File: config.mk
export PLATFORM = sky130hd
export DESIGN_NAME = uart_receiver
export DESIGN_NICKNAME = d
export VERILOG_FILES = /design/src/rtl/uart_pkg.sv /design/src/rtl/uart_rx_sync.sv /design/src/rtl/uart_receiver.sv
export SDC_FILE = /design/constraint.sdc
export NUM_CORES = 1
export LEC_CHECK = 0
export ABC_AREA = 0
export CAP_MARGIN = 0
export CORE_ASPECT_RATIO = 1.5
export CORE_UTILIZATION = 35
export CTS_CLUSTER_DIAMETER = 120
export DETAILED_ROUTE_END_ITERATION = 16
export PLACE_DENSITY = 0.58
export SYNTH_ARGS = -nofsm -noshare
export SYNTH_HDL_FRONTEND = slang
export SYNTH_SLANG_ARGS = --single-unit
File: constraint.sdc
create_clock -name clk -period 2.35 [get_ports clk]
set_input_delay 0.3525 -clock clk [delete_from_list [all_inputs] [get_ports clk]]
set_output_delay 0.3525 -clock clk [all_outputs]
set_load 0.01 [all_outputs]
File: src/rtl/uart_pkg.sv
// Shared UART definitions: receiver state encoding, frame geometry and the
// default bit period used by both the receiver and the future transmitter.
package uart_pkg;

    localparam int UART_DATA_BITS      = 8;
    localparam int UART_CLOCKS_PER_BIT = 868;

    typedef enum logic [2:0] {
        IDLE,
        START,
        DATA,
        STOP,
        BREAK
    } rx_state_e;

    function automatic logic majority3(input logic [2:0] b);
        return (b[0] & b[1]) | (b[0] & b[2]) | (b[1] & b[2]);
    endfunction

endpackage

File: src/rtl/uart_rx_sync.sv
// Metastability synchroniser for the rx pin followed by a 3-sample history
// whose majority gives a glitch-tolerant bit value.
module uart_rx_sync
    import uart_pkg::*;
#(
    parameter int SYNC_STAGES = 2
) (
    input  logic clk_i,
    input  logic rst_ni,
    input  logic rx_i,
    output logic rx_s_o,
    output logic vote_o
);

    logic [SYNC_STAGES-1:0] sync_q;
    logic [2:0]             hist_q;

    // Everything resets to the idle line level so no false start is seen.
    always_ff @(posedge clk_i or negedge rst_ni) begin
        if (!rst_ni) begin
            sync_q <= '1;
            hist_q <= 3'b111;
        end else begin
            sync_q <= {sync_q[SYNC_STAGES-2:0], rx_i};
            hist_q <= {hist_q[1:0], sync_q[SYNC_STAGES-1]};
        end
    end

    assign rx_s_o = sync_q[SYNC_STAGES-1];
    assign vote_o = majority3(hist_q);

endmodule

File: src/rtl/uart_receiver.sv
// 8N1 LSB-first UART receive front end: start qualification, mid-bit majority
// sampling, stop-bit check, one-cycle recv_ok / frame_error strobes.
module uart_receiver
    import uart_pkg::*;
#(
    parameter int CLOCKS_PER_BIT = UART_CLOCKS_PER_BIT,
    parameter int SYNC_STAGES    = 2
) (
    input  logic                      clk,
    input  logic                      reset,
    input  logic                      rx,
    output logic [UART_DATA_BITS-1:0] recv_data,
    output logic                      recv_ok,
    output logic                      frame_error,
    output logic                      busy
);

    localparam int                CNT_W   = $clog2(CLOCKS_PER_BIT);
    localparam logic [CNT_W-1:0]  HALF_M1 = CNT_W'(CLOCKS_PER_BIT / 2 - 1);
    localparam logic [CNT_W-1:0]  FULL_M1 = CNT_W'(CLOCKS_PER_BIT - 1);
    localparam logic [2:0]        LAST_IDX = 3'(UART_DATA_BITS - 1);

    logic rx_s;
    logic vote;

    uart_rx_sync #(
        .SYNC_STAGES(SYNC_STAGES)
    ) u_sync (
        .clk_i (clk),
        .rst_ni(reset),
        .rx_i  (rx),
        .rx_s_o(rx_s),
        .vote_o(vote)
    );

    rx_state_e                 state_q, state_d;
    logic [CNT_W-1:0]          cnt_q,   cnt_d;
    logic [2:0]                idx_q,   idx_d;
    logic [UART_DATA_BITS-1:0] shift_q, shift_d;
    logic [UART_DATA_BITS-1:0] data_q,  data_d;
    logic                      ok_q,    ok_d;
    logic                      fe_q,    fe_d;

    always_ff @(posedge clk or negedge reset) begin
        if (!reset) begin
            state_q <= IDLE;
            cnt_q   <= '0;
            idx_q   <= '0;
            shift_q <= '0;
            data_q  <= '0;
            ok_q    <= 1'b0;
            fe_q    <= 1'b0;
        end else begin
            state_q <= state_d;
            cnt_q   <= cnt_d;
            idx_q   <= idx_d;
            shift_q <= shift_d;
            data_q  <= data_d;
            ok_q    <= ok_d;
            fe_q    <= fe_d;
        end
    end

    always_comb begin
        state_d = state_q;
        cnt_d   = cnt_q;
        idx_d   = idx_q;
        shift_d = shift_q;
        data_d  = data_q;
        ok_d    = 1'b0;
        fe_d    = 1'b0;

        case (state_q)
            IDLE: begin
                if (!rx_s) begin
                    state_d = START;
                    cnt_d   = '0;
                end
            end
            START: begin
                if (cnt_q == HALF_M1) begin
                    cnt_d = '0;
                    idx_d = '0;
                    // A start that is no longer low at mid-bit was a glitch.
                    state_d = vote ? IDLE : DATA;
                end else begin
                    cnt_d = cnt_q + 1'b1;
                end
            end
            DATA: begin
                if (cnt_q == FULL_M1) begin
                    cnt_d   = '0;
                    shift_d = {vote, shift_q[UART_DATA_BITS-1:1]};
                    if (idx_q == LAST_IDX) begin
                        state_d = STOP;
                    end else begin
                        idx_d = idx_q + 3'd1;
                    end
                end else begin
                    cnt_d = cnt_q + 1'b1;
                end
            end
            STOP: begin
                if (cnt_q == FULL_M1) begin
                    cnt_d = '0;
                    if (vote) begin
                        data_d  = shift_q;
                        ok_d    = 1'b1;
                        state_d = IDLE;
                    end else begin
                        fe_d    = 1'b1;
                        state_d = BREAK;
                    end
                end else begin
                    cnt_d = cnt_q + 1'b1;
                end
            end
            BREAK: begin
                // Hold off until the line returns high so a break is one error.
                if (rx_s) begin
                    state_d = IDLE;
                end
            end
            default: begin
                state_d = IDLE;
            end
        endcase
    end

    assign recv_data   = data_q;
    assign recv_ok     = ok_q;
    assign frame_error = fe_q;
    assign busy        = (state_q != IDLE);

endmodule

==> tab_implementation.tex <==
% Implementation results table
\begin{tabular}{lr}
\hline
Metric & Value \\
\hline
\multicolumn{2}{l}{\textbf{Outcome}} \\
Status & finished, final reports clean \\
\multicolumn{2}{l}{\textbf{Finish}} \\
Non-Filler Cell Area, Final & 2120 um\^{}2 \\
Filler Cell Count & 498 \\
Signal inverters & 4 \\
Most used logic cell in the final layout & sky130\_fd\_sc\_hd\_\_dfrtp\_1 \\
Area growth from synthesis to layout & 18.3\% \\
Fraction of final layout cells sized beyond drive strength 1 & 24.3\% \\
Multi-input logic area & 766 um\^{}2 \\
Finished Core Util & 43.4\% \\
Layout clock buffer count & 5 \\
\multicolumn{2}{l}{\textbf{Routing}} \\
Routed WL per cell & 13.8 um \\
Number of DRC violations after detailed routing & 0 \\
Detailed-route via count & 1255 \\
Remaining antenna violation count & 0 \\
Drt first-iter violations & 34 \\
\multicolumn{2}{l}{\textbf{Timing}} \\
Clock Skew & 0.00333 ns \\
Max Clk Rate & 0.476 GHz \\
Fin worst setup slack & 0.249 ns \\
Post-route fraction of the period consumed by the critical path & 89.4\% \\
RSZ-0062 raised after global routing & false \\
Slew Limit Fails & 0 \\
Summed negative setup slack over all endpoints & 0 ns \\
Final setup viols & 0 \\
Hold\_ws & 0.168 ns \\
\multicolumn{2}{l}{\textbf{Clocking}} \\
CTS Buf Count & 5 \\
Clock tree from TritonCTS & yes \\
Clock latency on the worst-skew pair & 0.29 ns \\
\multicolumn{2}{l}{\textbf{Power}} \\
Cell area power density & 587 nW/um\^{}2 \\
Int Pwr & 999 uW \\
Maximum ir drop on the vdd rail & 0.298 mV \\
Sequential power share & 54.7\% \\
Comb power frac & 1.6\% \\
Switching Share & 19.8\% \\
Total power draw & 1.25 mW \\
\multicolumn{2}{l}{\textbf{Global routing}} \\
First-pass GRT wire length & 5960 um \\
Total congestion overflow after global routing & 0 \\
Pin count of the biggest net entering global routing & 40 \\
\multicolumn{2}{l}{\textbf{Worst setup path}} \\
Sum of buffers and inverters on the critical path & 0 \\
Max incr delay on CP & 0.57 ns \\
Data arrival, critical path & 2.28 ns \\
Data required time at the worst endpoint & 2.52 ns \\
Crit path launch & cnt\_q[0] \\
\multicolumn{2}{l}{\textbf{Floorplan}} \\
Number of placed I/O pins & 14 \\
Die outline height & 89.7 um \\
\multicolumn{2}{l}{\textbf{Yosys}} \\
Syn\_nets & 160 \\
Count of mapped cells out of synthesis & 153 \\
Ys flops & 39 \\
Mean cell area of the mapped netlist & 11.7 um\^{}2 \\
Fraction of post-synthesis cell area in the top cell type by area & 47.5\% \\
Chip area from the yosys synthesis statistics & 1790 um\^{}2 \\
Number of cells in Yosys stat & 153 \\
Commonest cells post-synth & 34 x sky130\_fd\_sc\_hd\_\_dfrtp\_1, 17 x sky130\_fd\_sc\_hd\_\_mux2\_2, 14 x sky130\_fd\_sc\_hd\_\_nand2\_1 \\
\multicolumn{2}{l}{\textbf{Flow run}} \\
Total tool warning count & 27 \\
\multicolumn{2}{l}{\textbf{Placement}} \\
Tally of buffers added on design ports & 13 \\
\hline
\end{tabular}
[power groups by stage]
stage	registers [mW]	clock network, mW	logic, mW
floorplan	0.693	0	0.00408
global placement	0.694	0	0.0201
detailed placement	0.694	0	0.0206
CTS	0.681	0.572	0.0206
global route	0.682	0.599	0.0230
finish	0.681	0.545	0.0194
[cell families after synthesis]
family	share of synthesized area, %
muxes	10.7
xor gates and xnor gates	0.489
adders and majority gates	3.35
AOI/OAI and AO/OA	11.7
and+or+nand+nor	16.1
buffers and inverters	2.86
DFF	54.8
[per-layer routing]
metal	up-vias	track usage, %	part of all wire [%]
met4	0	8.06	2.6
met3	9	3.87	3.0
li1	601	-	-
met2	24	24.9	53
met5	-	0	0
met1	621	17.6	42
metal_density.png
The die is cut into 12 by 18 equal tiles; dark blue is low, red is high, scaled to the fullest tile. Values are wire area over tile area, all layers added.
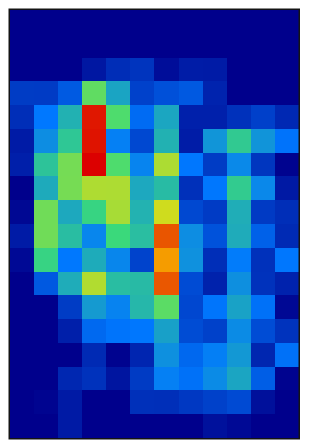
nearly empty tiles: 30%
emptiest ninth of the die: south-west
fullest tile: 0.49
tiles over half the peak: 9.3%
mean over tiles: 0.095
densest ninth of the die: centre

layer_met2.png
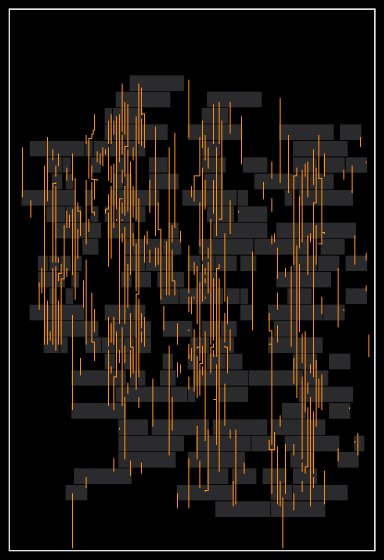
wire length on this layer: 1740 um
longest straight run: 32.0 um
share of all routed wire: 53%

layer_met1.png
Scale bar: 20 um. Supply wires on this layer in grey.
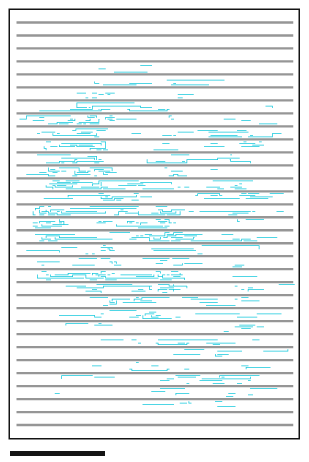
wire length on this layer: 1370 um
share of all routed wire: 42%
main direction: horizontal
longest straight run: 13.8 um

Power is estimated from default activity; no workload was simulated.
